Fig. 1: metal layers overlaid
(2 px per um) Two of the layers only.
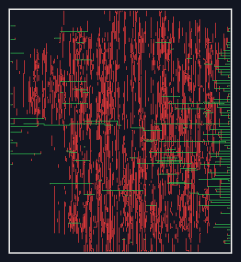
Fig. 2: wires at chosen ports, followed through buffers
(2 px per um)
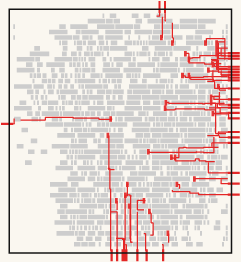
Fig. 3: I/O pins on the die edge
(4 px per um) Pins as bars across the die edge, other pins in gray.
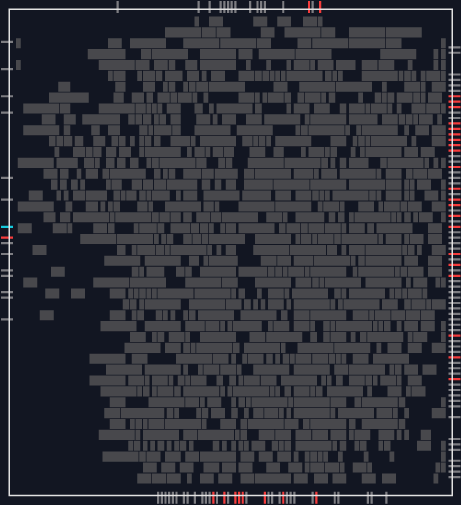
Fig. 4: placed standard cells
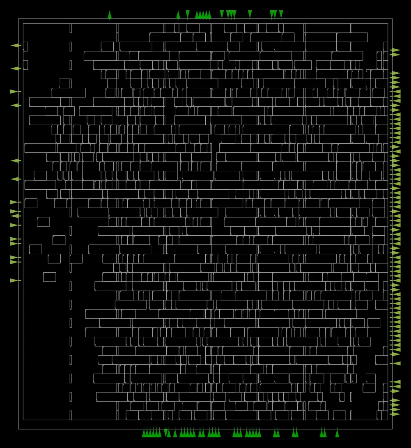
Fig. 5: metal 2
(4 px per um)
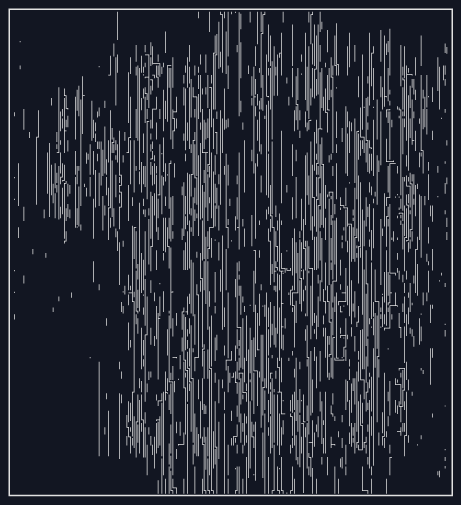
## src/rtl/video_scanout.sv

```systemverilog
// +--------------------------------------------------------------------------+
// | video_scanout                                                            |
// | Raster timing and row-word serialiser for the framebuffer read port.     |
// | Optional: define SCANOUT_ZOOM2_EN for 2x horizontal/vertical zoom.       |
// | Revision: 1.0                                                            |
// +--------------------------------------------------------------------------+
`default_nettype none

module video_scanout #(
   parameter logic [31:0] BASE_ADDR = 32'h0,
   parameter int          V_ACTIVE  = 24,
   parameter int          PIX_DIV   = 1,
   parameter int          H_FRONT   = 2,
   parameter int          H_SYNC    = 4,
   parameter int          H_BACK    = 2,
   parameter int          V_FRONT   = 1,
   parameter int          V_SYNC    = 2,
   parameter int          V_BACK    = 1,
   parameter logic        SYNC_POL  = 1'b0
) (
   input  logic        clk_i,
   input  logic        reset_n_i,
   input  logic        en_i,
   output logic [31:0] va_o,
   input  logic [31:0] vdr_i,
   input  logic [31:0] vdg_i,
   input  logic [31:0] vdb_i,
   output logic        pix_r_o,
   output logic        pix_g_o,
   output logic        pix_b_o,
   output logic        pix_valid_o,
   output logic        hsync_o,
   output logic        vsync_o,
   output logic        frame_start_o
);

`ifdef SCANOUT_ZOOM2_EN
   localparam int ZOOM = 1;
`else
   localparam int ZOOM = 0;
`endif

   localparam int H_ACT   = 32 << ZOOM;
   localparam int V_VIS   = V_ACTIVE << ZOOM;
   localparam int H_TOTAL = H_ACT + H_FRONT + H_SYNC + H_BACK;
   localparam int V_TOTAL = V_VIS + V_FRONT + V_SYNC + V_BACK;
   localparam int HW      = $clog2(H_TOTAL + 1);
   localparam int VW      = $clog2(V_TOTAL + 1);
   localparam int DW      = (PIX_DIV > 1) ? $clog2(PIX_DIV) : 1;

   localparam logic [HW-1:0] C_H_LAST   = HW'(H_TOTAL - 1);
   localparam logic [HW-1:0] C_H_ACT    = HW'(H_ACT);
   localparam logic [HW-1:0] C_HS_START = HW'(H_ACT + H_FRONT);
   localparam logic [HW-1:0] C_HS_END   = HW'(H_ACT + H_FRONT + H_SYNC);
   localparam logic [VW-1:0] C_V_LAST   = VW'(V_TOTAL - 1);
   localparam logic [VW-1:0] C_V_VIS    = VW'(V_VIS);
   localparam logic [VW-1:0] C_VS_START = VW'(V_VIS + V_FRONT);
   localparam logic [VW-1:0] C_VS_END   = VW'(V_VIS + V_FRONT + V_SYNC);
   localparam logic [DW-1:0] C_DIV_LAST = DW'(PIX_DIV - 1);

   localparam logic [1:0] S_IDLE  = 2'd0;
   localparam logic [1:0] S_PRIME = 2'd1;
   localparam logic [1:0] S_RUN   = 2'd2;

   logic [1:0]    state_q, state_d;
   logic          w_clear, w_load, w_run, w_tick;

   logic [HW-1:0] hcnt_q, hcnt_d, w_h_n;
   logic [VW-1:0] vcnt_q, vcnt_d, w_v_n, w_v_next, w_row;
   logic [DW-1:0] div_q, div_d;
   logic [31:0]   va_q, va_d, w_fetch_addr;
   logic [31:0]   sh_r_q, sh_r_d, sh_g_q, sh_g_d, sh_b_q, sh_b_d;
   logic          pix_r_q, pix_r_d, pix_g_q, pix_g_d, pix_b_q, pix_b_d;
   logic          pix_valid_q, pix_valid_d, hsync_q, hsync_d, vsync_q, vsync_d;
   logic          frame_start_q, frame_start_d;
   logic          w_h_last, w_v_last, w_next_vis, w_act_n, w_shift;

   always_ff @(posedge clk_i or negedge reset_n_i) begin
      if (!reset_n_i) state_q <= S_IDLE;
      else            state_q <= state_d;
   end

   always_comb begin
      state_d = state_q;
      if (!en_i) begin
         state_d = S_IDLE;
      end else begin
         case (state_q)
            S_IDLE:  state_d = S_PRIME;
            S_PRIME: state_d = S_RUN;
            S_RUN:   state_d = S_RUN;
            default: state_d = S_IDLE;
         endcase
      end
   end

   always_comb begin
      w_clear = (state_q == S_IDLE) || !en_i;
      w_load  = (state_q == S_PRIME) && en_i;
      w_run   = (state_q == S_RUN) && en_i;
   end

   assign w_tick       = w_run && (div_q == C_DIV_LAST);
   assign w_h_last     = (hcnt_q == C_H_LAST);
   assign w_v_last     = (vcnt_q == C_V_LAST);
   assign w_h_n        = w_h_last ? '0 : hcnt_q + 1'b1;
   assign w_v_next     = w_v_last ? '0 : vcnt_q + 1'b1;
   assign w_v_n        = w_h_last ? w_v_next : vcnt_q;
   assign w_next_vis   = (w_v_next < C_V_VIS);
   assign w_act_n      = (w_h_n < C_H_ACT) && (w_v_n < C_V_VIS);
   assign w_row        = w_v_next >> ZOOM;
   assign w_fetch_addr = BASE_ADDR + {{(30 - VW){1'b0}}, w_row, 2'b00};
`ifdef SCANOUT_ZOOM2_EN
   // Odd columns repeat the previous pixel, so the shifter steps every other tick.
   assign w_shift      = ~w_h_n[0];
`else
   assign w_shift      = 1'b1;
`endif

   always_comb begin
      hcnt_d = hcnt_q;   vcnt_d = vcnt_q;   div_d = div_q;   va_d = va_q;
      sh_r_d = sh_r_q;   sh_g_d = sh_g_q;   sh_b_d = sh_b_q;
      pix_r_d = pix_r_q; pix_g_d = pix_g_q; pix_b_d = pix_b_q;
      pix_valid_d = pix_valid_q;
      hsync_d = hsync_q; vsync_d = vsync_q;
      frame_start_d = 1'b0;
      if (w_clear) begin
         hcnt_d = '0; vcnt_d = '0; div_d = '0; va_d = BASE_ADDR;
         sh_r_d = '0; sh_g_d = '0; sh_b_d = '0;
         pix_r_d = 1'b0; pix_g_d = 1'b0; pix_b_d = 1'b0; pix_valid_d = 1'b0;
         hsync_d = ~SYNC_POL; vsync_d = ~SYNC_POL;
      end else if (w_load) begin
         sh_r_d = {vdr_i[30:0], 1'b0}; pix_r_d = vdr_i[31];
         sh_g_d = {vdg_i[30:0], 1'b0}; pix_g_d = vdg_i[31];
         sh_b_d = {vdb_i[30:0], 1'b0}; pix_b_d = vdb_i[31];
         pix_valid_d   = 1'b1;
         frame_start_d = 1'b1;
      end else if (w_run) begin
         div_d = w_tick ? '0 : div_q + 1'b1;
         if (w_tick) begin
            hcnt_d = w_h_n;
            vcnt_d = w_v_n;
            frame_start_d = w_h_last && w_v_last;
            hsync_d = (w_h_n >= C_HS_START && w_h_n < C_HS_END) ? SYNC_POL : ~SYNC_POL;
            vsync_d = (w_v_n >= C_VS_START && w_v_n < C_VS_END) ? SYNC_POL : ~SYNC_POL;
            if (w_h_n == C_HS_START && w_next_vis) va_d = w_fetch_addr;
            pix_valid_d = w_act_n;
            if (w_h_last && w_next_vis) begin
               sh_r_d = {vdr_i[30:0], 1'b0}; pix_r_d = vdr_i[31];
               sh_g_d = {vdg_i[30:0], 1'b0}; pix_g_d = vdg_i[31];
               sh_b_d = {vdb_i[30:0], 1'b0}; pix_b_d = vdb_i[31];
            end else if (!w_act_n) begin
               pix_r_d = 1'b0; pix_g_d = 1'b0; pix_b_d = 1'b0;
            end else if (w_shift) begin
               pix_r_d = sh_r_q[31]; sh_r_d = {sh_r_q[30:0], 1'b0};
               pix_g_d = sh_g_q[31]; sh_g_d = {sh_g_q[30:0], 1'b0};
               pix_b_d = sh_b_q[31]; sh_b_d = {sh_b_q[30:0], 1'b0};
            end
         end
      end
   end

   always_ff @(posedge clk_i or negedge reset_n_i) begin
      if (!reset_n_i) begin
         hcnt_q <= '0; vcnt_q <= '0; div_q <= '0; va_q <= BASE_ADDR;
         sh_r_q <= '0; sh_g_q <= '0; sh_b_q <= '0;
         pix_r_q <= 1'b0; pix_g_q <= 1'b0; pix_b_q <= 1'b0; pix_valid_q <= 1'b0;
         hsync_q <= ~SYNC_POL; vsync_q <= ~SYNC_POL; frame_start_q <= 1'b0;
      end else begin
         hcnt_q <= hcnt_d; vcnt_q <= vcnt_d; div_q <= div_d; va_q <= va_d;
         sh_r_q <= sh_r_d; sh_g_q <= sh_g_d; sh_b_q <= sh_b_d;
         pix_r_q <= pix_r_d; pix_g_q <= pix_g_d; pix_b_q <= pix_b_d;
         pix_valid_q <= pix_valid_d;
         hsync_q <= hsync_d; vsync_q <= vsync_d; frame_start_q <= frame_start_d;
      end
   end

   assign va_o          = va_q;
   assign pix_r_o       = pix_r_q;
   assign pix_g_o       = pix_g_q;
   assign pix_b_o       = pix_b_q;
   assign pix_valid_o   = pix_valid_q;
   assign hsync_o       = hsync_q;
   assign vsync_o       = vsync_q;
   assign frame_start_o = frame_start_q;

endmodule

`default_nettype wire

```

## config.mk

```make
export PLATFORM = sky130hd
export DESIGN_NAME = video_scanout
export DESIGN_NICKNAME = d
export VERILOG_FILES = /design/src/rtl/video_scanout.sv
export SDC_FILE = /design/constraint.sdc
export NUM_CORES = 1
export LEC_CHECK = 0
export CORE_ASPECT_RATIO = 1.1
export CORE_UTILIZATION = 52
export DETAILED_ROUTE_END_ITERATION = 10
export GPL_TIMING_DRIVEN = 1
export PLACE_DENSITY = 0.87
export REMOVE_ABC_BUFFERS = 1
export SYNTH_ARGS = -nofsm -noshare
export SYNTH_HDL_FRONTEND = slang
export SYNTH_SLANG_ARGS = --single-unit
```

## constraint.sdc

```tcl
create_clock -name clk_i -period 3.29 [get_ports clk_i]
set_input_delay 0.987 -clock clk_i [delete_from_list [all_inputs] [get_ports clk_i]]
set_output_delay 0.987 -clock clk_i [all_outputs]
set_load 0.02 [all_outputs]
```

==> impl_metrics.toml <==
# flow metrics
[worst_setup_path]
crit_end = "sh_r_q[20]$_DFFE_PN0P_"
start_kind = "flip-flop"
critical_path_peak_fanout = 40
worst_path_max_delay_cell = "sky130_fd_sc_hd__o31ai_4"
critPathKind = "flip-flop to flip-flop"
worstPathBufferInverterCount = 1
worstPathCellList = "ha_2, nand4bb_4, or2_0, o31ai_4, buf_12, nand2_1, a21oi_1, mux2_2"

[timing]
timing_max_transition_violations_final = 0
worst_slew_margin_rel = 0.3079

[flow_run]
log.warning_count = 28

[synthesis]
largest_non_sequential_cell_family_by_area = "simple AND/OR/NAND/NOR gates"
ys_top_cells_by_count = "sky130_fd_sc_hd__nand2_1 (209), sky130_fd_sc_hd__dfrtp_1 (117), sky130_fd_sc_hd__a21oi_1 (100)"
synth_seq_share = 0.4438

[final_layout]
syn_to_final_growth_pct = 25.34
postLayoutCellArea_um2 = 8417
layout.cells.non_filler = 992

[power_and_ir_drop]
power.switching_fraction = 0.2711
power.total_mw = 4.100
intPower_mw = 2.989

[global_route]
antenna_found_initial = 0
grt_pass1_vias = 5359
grt_start_max_net_pins = 51
grt_pass1_wl_mm = 25.18

[cts]
clock-sinks = 119
clock_tree.root_cell = "sky130_fd_sc_hd__clkbuf_16"

[route]
drt_first_pass_iters = 5
final_antenna_net_count = 0
wl_met3_um = 975

[outcome]
status = "completed"
-- Fig. 1 (at the start) --
- red: metal 2 (wire length 7820 um)
- green: metal 3 (wire length 976 um)
number of vias in the routed layout: 5485
Routed WL: 15.59 mm
routed len/inst: 15.71 um
overall global routing resource usage: 0.2454

-- Fig. 2 (at the start) --
- red: vdb_i (bits 32; direction input; edge 21 east, 8 south, 2 north, 1 west; end cells 32; buffers 32; wire 913 um)
Buffers on Ports: 110
Top-Level Pins: 138

-- Fig. 3 (at the start) --
- cyan: en_i (pins 1; direction input; edge west)
- red: vdb_i (pins 32; direction input; edge 21 east, 8 south, 2 north, 1 west)
- all pins by edge: 72 east, 35 south, 16 north, 15 west
die outline width: 110.4 um
die height: 121.2 um

-- Fig. 4 (at the start) --
number of rows in the core area: 43
final core utilization: 0.6686
Filler Cells Inserted: 938

-- Fig. 5 (at the start) --
- nets with wire on the layer: 788
- wire length on this layer: 7820 um
- longest straight run: 32.0 um
met2 track demand over resource: 0.4049

[cell type report]
cell class	count	area, um^2	area share
timing repair buffer	132	1351	0.1605
clock buffer	24	501.7	0.05961
clock inverter	8	70.07	0.008325
tap	157	196.4	0.02334
inverter	7	26.28	0.003122
multi-input combinational	545	3291	0.3910
sequential	119	2980	0.3541
[layer usage]
| layer | vias up | global-route usage |
|---|---|---|
| met2 | 188 | 0.4049 |
| met1 | 2668 | 0.3150 |
| met5 | - | 0 |
| met3 | 20 | 0.05747 |
| met4 | 0 | 0.08141 |
| li1 | 2609 | - |
[power by group through the flow]
stage | registers [mW] | clock network, mW | logic [mW]
2_1_floorplan | 1.57 | 0 | 0.419
3_3_place_gp | 1.57 | 0 | 0.746
3_5_place_dp | 1.58 | 0 | 0.753
4_1_cts | 1.55 | 1.78 | 0.759
5_1_grt | 1.56 | 1.85 | 0.843
6_report | 1.56 | 1.77 | 0.775
[tightest hold or removal path: cells and delay by family (launching register included)]
kind,cells,cell delay [ps]
DFF,1,360
AOI/OAI and AO/OA,1,50
buffers and inverters,1,40
[cell usage in the layout (no fill, tap or decap), drive strengths merged, types with 3 or more instances in the layout]
cell             n
a22o             6
dfrtp          117
o21a             3
buf             23
nor2b            6
conb            27
xor2             4
a21oi          100
nand2b           5
nor4             3
mux2            90
o21ai           18
clkbuf          24
nor3             5
o31ai            4
xnor2            3
ha               6
nand3            6
clkinv           5
clkdlybuf4s50  109
nor2            15
a22oi            3
nand2          209
inv              7
and2             3
a32o             3
[registers in the layout, summed over array words and instances (netlist names), 2 cells and up]
| register | flops |
|---|---|
| hcnt_q | 6 |
| sh_b_q | 31 |
| sh_g_q | 31 |
| sh_r_q | 31 |
| state_q | 2 |
| va_o | 5 |
| vcnt_q | 5 |
